--- config.mk ---
export PLATFORM = sky130hd
export DESIGN_NAME = pop_uart_tx
export DESIGN_NICKNAME = d
export VERILOG_FILES = /design/src/rtl/pop_uart_tx.sv
export SDC_FILE = /design/constraint.sdc
export NUM_CORES = 1
export LEC_CHECK = 0
export CAP_MARGIN = 0
export CORE_ASPECT_RATIO = 1.2
export CORE_MARGIN = 3
export CORE_UTILIZATION = 53
export CTS_CLUSTER_SIZE = 16
export DETAILED_ROUTE_END_ITERATION = 8
export HOLD_SLACK_MARGIN = 0.08
export PLACE_DENSITY_LB_ADDON = 0.25
export SETUP_SLACK_MARGIN = 0.4
export SYNTH_ARGS = -nofsm -noshare
export SYNTH_HDL_FRONTEND = slang
export SYNTH_SLANG_ARGS = --single-unit
--- constraint.sdc ---
create_clock -name clk -period 3.2 [get_ports clk]
set_clock_uncertainty 0.15 [all_clocks]
set_input_delay 0.48 -clock clk [delete_from_list [all_inputs] [get_ports clk]]
set_output_delay 0.48 -clock clk [all_outputs]
set_load 0.02 [all_outputs]
--- src/rtl/pop_uart_tx.sv ---
// pop_uart_tx: captures one population path on start and streams it as 8N1 frames, LSB byte first.
// Optional UART_SYNC_HEADER_EN prepends a single 8'hA5 sync frame ahead of the payload.
//
// state   | meaning
// --------+---------------------------------------------------------
// S_IDLE  | line high, waiting for start
// S_START | start bit (line low) for one bit time
// S_DATA  | eight data bits, LSB first
// S_STOP  | stop bit (line high); then next frame or finish
// S_DONE  | one-cycle done pulse, busy already low
module pop_uart_tx #(
    parameter int CLKS_PER_BIT = 868,
    parameter int PATH_BITS    = 150
) (
    input  logic                 clk,
    input  logic                 rst_n,
    input  logic                 start,
    input  logic [PATH_BITS-1:0] path,
    output logic                 busy,
    output logic                 done,
    output logic                 uart_out
);

    localparam int NBYTES   = (PATH_BITS + 7) / 8;
`ifdef UART_SYNC_HEADER_EN
    localparam int HDR_BITS = 8;
`else
    localparam int HDR_BITS = 0;
`endif
    localparam int NFRAMES  = NBYTES + HDR_BITS / 8;
    localparam int SHW      = NFRAMES * 8;
    localparam int TW       = (CLKS_PER_BIT > 1) ? $clog2(CLKS_PER_BIT) : 1;
    localparam int BW       = (NFRAMES > 1) ? $clog2(NFRAMES) : 1;

    localparam logic [TW-1:0] T_LAST = TW'(CLKS_PER_BIT - 1);
    localparam logic [BW-1:0] B_LAST = BW'(NFRAMES - 1);

    localparam logic [2:0] S_IDLE  = 3'd0;
    localparam logic [2:0] S_START = 3'd1;
    localparam logic [2:0] S_DATA  = 3'd2;
    localparam logic [2:0] S_STOP  = 3'd3;
    localparam logic [2:0] S_DONE  = 3'd4;

    logic [2:0]     r_state;
    logic [TW-1:0]  r_timer;
    logic [2:0]     r_bit_cnt;
    logic [BW-1:0]  r_byte_idx;
    logic [SHW-1:0] r_shift;
    logic           r_busy;
    logic           r_done;
    logic           r_uart;

    logic [SHW-1:0] w_load;
    logic           w_wrap;

    // Frame image: optional sync byte in the lowest slot, path above it, pad bits zero.
    always_comb begin
        w_load = '0;
        w_load[HDR_BITS +: PATH_BITS] = path;
`ifdef UART_SYNC_HEADER_EN
        w_load[7:0] = 8'hA5;
`endif
    end

    assign w_wrap = (r_timer == T_LAST);

    always_ff @(posedge clk or negedge rst_n) begin
        if (!rst_n) begin
            r_state    <= S_IDLE;
            r_timer    <= '0;
            r_bit_cnt  <= '0;
            r_byte_idx <= '0;
            r_shift    <= '0;
            r_busy     <= 1'b0;
            r_done     <= 1'b0;
            r_uart     <= 1'b1;
        end else begin
            r_done <= 1'b0;
            case (r_state)
                S_IDLE: begin
                    r_timer <= '0;
                    if (start) begin
                        r_shift    <= w_load;
                        r_byte_idx <= '0;
                        r_bit_cnt  <= '0;
                        r_uart     <= 1'b0;
                        r_busy     <= 1'b1;
                        r_state    <= S_START;
                    end
                end
                S_START: begin
                    if (w_wrap) begin
                        r_timer   <= '0;
                        r_bit_cnt <= '0;
                        r_uart    <= r_shift[0];
                        r_state   <= S_DATA;
                    end else begin
                        r_timer <= r_timer + 1'b1;
                    end
                end
                S_DATA: begin
                    if (w_wrap) begin
                        r_timer <= '0;
                        r_shift <= r_shift >> 1;
                        if (r_bit_cnt == 3'd7) begin
                            r_uart  <= 1'b1;
                            r_state <= S_STOP;
                        end else begin
                            r_bit_cnt <= r_bit_cnt + 1'b1;
                            r_uart    <= r_shift[1];
                        end
                    end else begin
                        r_timer <= r_timer + 1'b1;
                    end
                end
                S_STOP: begin
                    if (w_wrap) begin
                        r_timer <= '0;
                        if (r_byte_idx == B_LAST) begin
                            r_done  <= 1'b1;
                            r_busy  <= 1'b0;
                            r_state <= S_DONE;
                        end else begin
                            // Back-to-back frames: next start bit follows the stop bit directly.
                            r_byte_idx <= r_byte_idx + 1'b1;
                            r_uart     <= 1'b0;
                            r_state    <= S_START;
                        end
                    end else begin
                        r_timer <= r_timer + 1'b1;
                    end
                end
                S_DONE: begin
                    r_uart  <= 1'b1;
                    r_state <= S_IDLE;
                end
                default: begin
                    r_busy  <= 1'b0;
                    r_uart  <= 1'b1;
                    r_state <= S_IDLE;
                end
            endcase
        end
    end

    assign busy     = r_busy;
    assign done     = r_done;
    assign uart_out = r_uart;

endmodule

Run 1, track usage over the die:
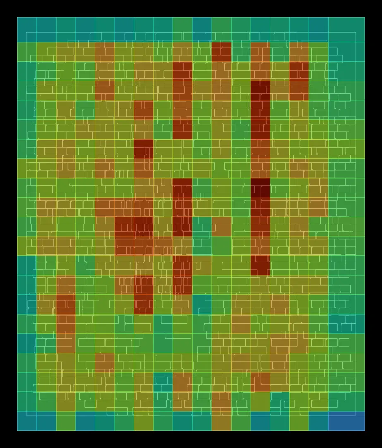
met2 routing resource usage after global routing: 31.8%
global-route met3 utilization: 4.24%
detail-routed net length per standard cell: 17.6 um
met1 routing resource usage after global routing: 23.9%
Top Usage Layer GRT: met2

Run 1, clock wires, drivers and flops:
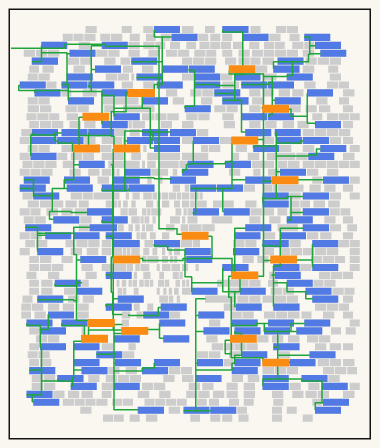
- blue: flip-flops (count 174)
- green: clock wires (length 1980 um)
- orange: cells driving clock nets (count 17)
- routed clock nets: 18

==> flow_metrics.env, run 1 <==
# source this file to load flow results
export IMPL_vias=5626
export IMPL_period_minus_slack_ns=2.70
export IMPL_worst_ep_required_ns=3.36
export IMPL_number_of_search_and_repair_iterations_in_the_first_detailed_routing_pass=5
export IMPL_synth_lib_cells_used_distinct=42
export IMPL_arrival_ns=2.86
export IMPL_hold_worst_slack_ns=0.331
export IMPL_pre_cts_slack_ns=0.349
export IMPL_log_warning_count=28
export IMPL_m1WireLength_um=7340
export IMPL_hold_path_depth=1
export IMPL_detail_route_wirelength_um=17800
export IMPL_max_cap_violations=0
export IMPL_ir_drop_mv=0.353
export IMPL_yosys_area_um2=8750
export IMPL_global_route_wire_length_before_repair_um=27700
export IMPL_final_antenna_net_count=0
export IMPL_synth_top_cell_area_share_pct=49.5
export IMPL_top_layer_used="met4"
export IMPL_die_area_um2=18100
export IMPL_r2r_end="r_shift[0]$_DFFE_PN0P_"
export IMPL_largest_area_cell="sky130_fd_sc_hd__dfrtp_1"
export IMPL_synth_nets=795
export IMPL_drv_slew=0
export IMPL_tritoncts_num_sinks=174
export IMPL_clk_transition_reported_paths_ns=0.06
export IMPL_synth_seq_cells=174
export IMPL_setup_worst_path_start="r_timer[0]$_DFFE_PN0P_"
export IMPL_syn_to_final_growth_pct=28.2
export IMPL_cts_tree="built"
export IMPL_area_post_placement_um2=10400
export IMPL_cts_repair_resized_insts=1
export IMPL_postCtsSetupBuffers=0
export IMPL_clk_path_buf_depth=2
export IMPL_antenna_found_initial=0
export IMPL_synth_most_common_cell="sky130_fd_sc_hd__mux2_2"
export IMPL_critical_path_reg2reg_startpoint="r_timer[0]$_DFFE_PN0P_"
export IMPL_reg2reg_depth=7
export IMPL_worst_hold_path_type="flop to flop"
export IMPL_vias_in_the_first_global_route=5776
export IMPL_grt_overflow_total=0
export IMPL_fin_total_pwr_w=0.00492
export IMPL_final_cell_area_um2=11200
export IMPL_layout_area_comb_um2=4120
export IMPL_cp_num_buf_inv=2
export IMPL_syn_instance_count=637
export IMPL_area_of_the_core_um2=15900
export IMPL_most_common_layout_cells="209 x sky130_fd_sc_hd__mux2_2, 173 x sky130_fd_sc_hd__dfrtp_1, 154 x sky130_fd_sc_hd__clkdlybuf4s50_1, 91 x sky130_fd_sc_hd__mux2_1, 24 x sky130_fd_sc_hd__nand2_1"
export IMPL_setup_repair_after_global_routing_missed_its_margin="no"
export IMPL_crit_path_top_delay_cell="sky130_fd_sc_hd__or3b_1"
export IMPL_cts_root_buf="sky130_fd_sc_hd__clkbuf_16"
export IMPL_worst_r2r_setup_slack_ns=0.50
export IMPL_post_synth_main_area_contributors="sky130_fd_sc_hd__dfrtp_1 49%, sky130_fd_sc_hd__mux2_2 27%, sky130_fd_sc_hd__mux2_1 12%"
export IMPL_holdCritStartpoint="r_shift[113]$_DFFE_PN0P_"
export IMPL_ys_seq_share_pct=49.8
export IMPL_syn_area_um2=8750
export IMPL_critical_path_max_stage_delay_ns=0.41
export IMPL_synth_top_cells_by_count="209 x sky130_fd_sc_hd__mux2_2, 173 x sky130_fd_sc_hd__dfrtp_1, 91 x sky130_fd_sc_hd__mux2_1"
export IMPL_setup_ws_ns=0.498
export IMPL_setup_viol_count_final=0
export IMPL_gp_routability_congestion=0.840
export IMPL_met3_length_um=952
export IMPL_detailedRoute_firstIterationViolations=318
export IMPL_lay_top_count="sky130_fd_sc_hd__mux2_2"
export IMPL_final_layout_size_suffix_gt1_share_pct=32.7
export IMPL_cellLeakagePower_nw=4.44
export IMPL_synth_area_per_cell_um2=13.7
export IMPL_tightest_slew_ns=0.601
export IMPL_final_fill_count=1109
export IMPL_ios=156
export IMPL_synth_warnings=0
export IMPL_wl_met2_um=9230
export IMPL_power_density_normalized_to_cell_area_nw_per_um2=439
export IMPL_fp_util_pct=55.1
export IMPL_setup_worst_path_end_class="flop"
export IMPL_critPathMaxFanout=29
export IMPL_insertedDiodeCount=0
export IMPL_final_core_util_pct=70.6
export IMPL_fin_crit_sh_pct=84.4
export IMPL_viasPerCell=5.57
export IMPL_remaining_drc_errors=0
export IMPL_critical_path_cell_chain="ha_1 > or3b_1 > or3_4 > o21ai_4 > buf_12 > clkbuf_16 > mux2_2"
export IMPL_synthFlopType="sky130_fd_sc_hd__dfrtp_1"
export IMPL_rows=50
export IMPL_sequential_cell_area_um2=4360
export IMPL_cpLargestDelayFamily="simple AND/OR/NAND/NOR gates"
export IMPL_tritoncts_num_buffers=17
export IMPL_clock_latency_ns=0.42
export IMPL_max_slew_margin_pct=59.9
export IMPL_globalRouteTotalUtil_pct=18.9
export IMPL_outcome="finished clean"
export IMPL_nNetsFinal=948
export IMPL_crit_path_start_kind="flop"
export IMPL_timing_critical_path_depth=7
export IMPL_edf_count=0
export IMPL_hold_path_end="r_shift[113]$_DFFE_PN0P_"
export IMPL_final_instance_count_excl_fill=1010
export IMPL_synth_stat_cells=637
export IMPL_postSynth_asyncResetShare_pct=100
export IMPL_dpl_hpwl_um=11500
export IMPL_htreeDepth=4
export IMPL_maxClockFrequency_ghz=0.370
export IMPL_timing_final_hold_violations=0
export IMPL_setup_tns_ns=0
export IMPL_worstSetupPathType="flop to flop"
export IMPL_hold_buffers=1
export IMPL_grt_start_max_net_pins=92
export IMPL_worst_setup_path_endpoint="r_shift[0]$_DFFE_PN0P_"
export IMPL_number_of_placed_instances_taps_included=970
Run 1, pin map:
Pins as bars across the die edge, other pins in gray.
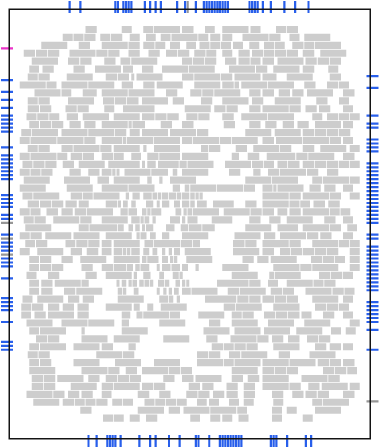
- blue: `path` (pins 150; direction input; edge 47 east, 39 west, 34 north, 30 south)
- magenta: `clk` (pins 1; direction input; edge west)
die height: 147 um
count of port buffers added during placement: 155
DIE WIDTH: 123 um

run 1: registers in the layout (all words and copies together) (netlist names):
name,cells
r_bit_cnt,3
r_byte_idx,5
uart_out,1
r_state,3
done,1
r_shift,150
r_timer,10
busy,1
run 1: power by group:
part	internal, W	leakage [nW]	switching (W)
Clock	0.00134	0.296	0.000829
Combinational	0.000291	2.11	0.000120
Sequential	0.00230	2.03	0.0000451
run 1: kinds of logic after synthesis:
group,Yosys count,synth area share [%]
flops,174,49.8
buf+inv,45,3.15
fa+ha+maj,5,0.715
xor+xnor,2,0.200
simple gates,74,4.32
mux,305,39.2
compound gates,32,2.66
run 1: area by class of cell:
cell class	count	share of cell area [%]
multi-input cells	418	36.8
well taps	208	2.32
clock buffers	21	4.10
inverters	7	0.234
repair buffers	172	16.3
flip-flops and latches	174	38.8
clock inverters	10	1.44
==> run 2, diff against run 1 <==
==> constraint.sdc (replaced) <==
create_clock -name clk -period 2.6 [get_ports clk]
set_clock_uncertainty 0.15 [all_clocks]
set_input_delay 0.39 -clock clk [delete_from_list [all_inputs] [get_ports clk]]
set_output_delay 0.39 -clock clk [all_outputs]
set_load 0.02 [all_outputs]
Run 2, track usage over the die:
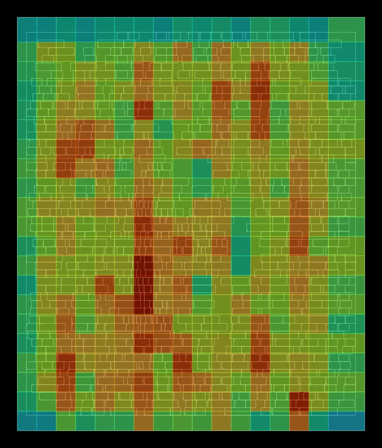
Total Routing Usage GR: 20.9%
post-layout util: 75.5%
met2 routing resource usage after global routing: 36.6%
detail-routed net length per standard cell: 19.1 um

Run 2, routed metal, one color a layer:
Only two layers are drawn.
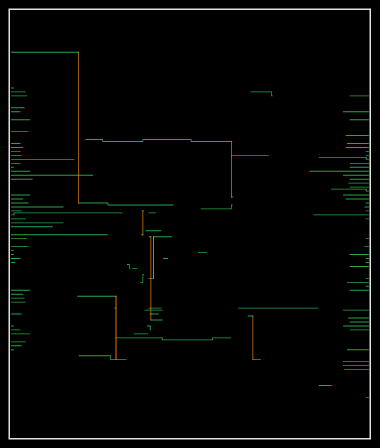
- orange: met4 (wire length 158 um)
- green: met3 (wire length 885 um)
Total Routed Length: 19800 um
DR vias: 5795

==> flow_metrics.env, run 2 <==
# source this file to load flow results
export IMPL_outcome="finished clean"
export IMPL_fin_crit_sh_pct=98.1
export IMPL_biggestRegsByFlops="r_shift x150, r_timer x10, r_byte_idx x5"
export IMPL_power_combinational_fraction_pct=9.9
export IMPL_largest_register="r_shift"
export IMPL_die_h_um=147
export IMPL_worst_setup_path_endpoint="r_shift[140]$_DFFE_PN0P_"
export IMPL_final_layout_size_suffix_gt1_share_pct=44.6
export IMPL_setup_viol_count_final=0
export IMPL_tightest_slew_ns=0.604
export IMPL_post_synth_main_area_contributors="sky130_fd_sc_hd__dfrtp_1 49%, sky130_fd_sc_hd__mux2_2 27%, sky130_fd_sc_hd__mux2_1 12%"
export IMPL_largest_reg_flops=150
export IMPL_worst_ep_required_ns=2.75
export IMPL_cts_root_buf="sky130_fd_sc_hd__clkbuf_16"
export IMPL_p_switching_w=0.00131
export IMPL_power_report_internal_total_w=0.00448
export IMPL_hold_buffers=1
export IMPL_fp_util_pct=55.1
export IMPL_synth_warnings=0
export IMPL_crit_path_top_delay_cell="sky130_fd_sc_hd__dfrtp_1"
export IMPL_grt_start_max_net_pins=76
export IMPL_worst_hold_path_type="primary input to async pin"
export IMPL_maxClockFrequency_ghz=0.392
export IMPL_timing_critical_path_depth=8
export IMPL_synth_top_cell_area_share_pct=49.5
export IMPL_critical_path_reg2reg_startpoint="r_timer[1]$_DFFE_PN0P_"
export IMPL_layout_area_comb_um2=4530
export IMPL_synth_lib_cells_used_distinct=42
export IMPL_setup_repair_after_global_routing_missed_its_margin="yes"
export IMPL_setup_worst_path_end_class="flop"
export IMPL_largest_area_cell="sky130_fd_sc_hd__dfrtp_1"
export IMPL_setup_ws_ns=0.0505
export IMPL_drv_slew=0
export IMPL_gp_routability_congestion=0.847
export IMPL_critical_path_cell_chain="ha_2 > or3b_4 > or3_4 > o21ai_4 > buf_12 > buf_12 > buf_12 > mux2_2"
export IMPL_rows=50
export IMPL_clk_transition_reported_paths_ns=0.07
export IMPL_die_width_um=123
export IMPL_synthFlopType="sky130_fd_sc_hd__dfrtp_1"
export IMPL_adder_share_synth_pct=0.715
export IMPL_clk_path_buf_depth=2
export IMPL_detailedRoute_firstIterationViolations=433
export IMPL_grt_overflow_total=0
export IMPL_clock_power_share_pct=40.3
export IMPL_tritoncts_num_buffers=17
export IMPL_yosys_area_share_aoi_pct=2.66
export IMPL_cts_repair_resized_insts=32
export IMPL_max_cap_violations=0
export IMPL_most_common_layout_cells="190 x sky130_fd_sc_hd__mux2_2, 173 x sky130_fd_sc_hd__dfrtp_1, 154 x sky130_fd_sc_hd__clkdlybuf4s50_1, 85 x sky130_fd_sc_hd__mux2_4, 25 x sky130_fd_sc_hd__mux2_1"
export IMPL_synth_most_common_cell="sky130_fd_sc_hd__mux2_2"
export IMPL_cellLeakagePower_nw=4.88
export IMPL_insertedDiodeCount=0
export IMPL_die_area_um2=18100
export IMPL_largest_combinational_cell_category_by_area="multiplexers"
export IMPL_dpl_hpwl_um=12300
export IMPL_reg2reg_depth=8
export IMPL_hold_worst_slack_ns=0.332
export IMPL_synth_top_cells_by_count="209 x sky130_fd_sc_hd__mux2_2, 173 x sky130_fd_sc_hd__dfrtp_1, 91 x sky130_fd_sc_hd__mux2_1"
export IMPL_m1WireLength_um=8260
export IMPL_fin_total_pwr_w=0.00579
export IMPL_seq_power_share_pct=49.9
export IMPL_cpLargestDelayFamily="simple AND/OR/NAND/NOR gates"
export IMPL_number_of_placed_instances_taps_included=984
export IMPL_final_cell_area_um2=12000
export IMPL_cp_num_buf_inv=3
export IMPL_worst_r2r_setup_slack_ns=0.05
export IMPL_xor_xnor_share_of_the_synthesized_area_pct=0.200
export IMPL_vias_in_the_first_global_route=6047
export IMPL_max_slew_margin_pct=59.2
export IMPL_area_of_the_core_um2=15900
export IMPL_htreeDepth=4
export IMPL_net_switching_fraction_of_the_power_pct=22.6
export IMPL_viasPerCell=5.58
export IMPL_syn_to_final_growth_pct=37.2
export IMPL_arrival_ns=2.70
export IMPL_synthSimpleGateAreaFrac_pct=4.32
export IMPL_clock_latency_ns=0.42
export IMPL_timing_final_hold_violations=0
export IMPL_synth_seq_cells=174
export IMPL_worstSetupPathType="flop to flop"
export IMPL_r2r_end="r_shift[140]$_DFFE_PN0P_"
export IMPL_wl_met2_um=10500
export IMPL_period_minus_slack_ns=2.55
export IMPL_global_route_wire_length_before_repair_um=30100
export IMPL_ys_seq_share_pct=49.8
export IMPL_setup_worst_path_start="r_timer[1]$_DFFE_PN0P_"
export IMPL_postSynth_asyncResetShare_pct=100
export IMPL_mux_share_pct=39.2
export IMPL_nNetsFinal=975
export IMPL_yosys_area_um2=8750
export IMPL_critPathMaxFanout=25
export IMPL_sequential_cell_area_um2=4360
## run 2: final cells by class
| class | instances | area share (%) |
|---|---|---|
| tap | 208 | 2.17 |
| clock inverter | 13 | 0.761 |
| multi-input combinational | 418 | 37.7 |
| timing repair buffer | 199 | 19.1 |
| inverter | 7 | 0.219 |
| sequential | 174 | 36.3 |
| clock buffer | 19 | 3.69 |
## run 2: power groups by stage
stage	combinational, W	sequential [W]	clock, W
floorplan	0.000196	0.00291	0
global placement	0.000504	0.00292	0
detailed placement	0.000524	0.00293	0
CTS	0.000540	0.00288	0.00238
global route	0.000619	0.00290	0.00251
finish	0.000572	0.00289	0.00233
## run 2: per-layer routing
metal / GRT usage, % / vias to the layer above
met3: 5.28 / 17
li1: - / 2689
met4: 4.93 / 0
met1: 25.9 / 2946
met2: 36.6 / 143
met5: 0 / -
Power figures rest on the tool's default switching activity, not on a simulated workload.
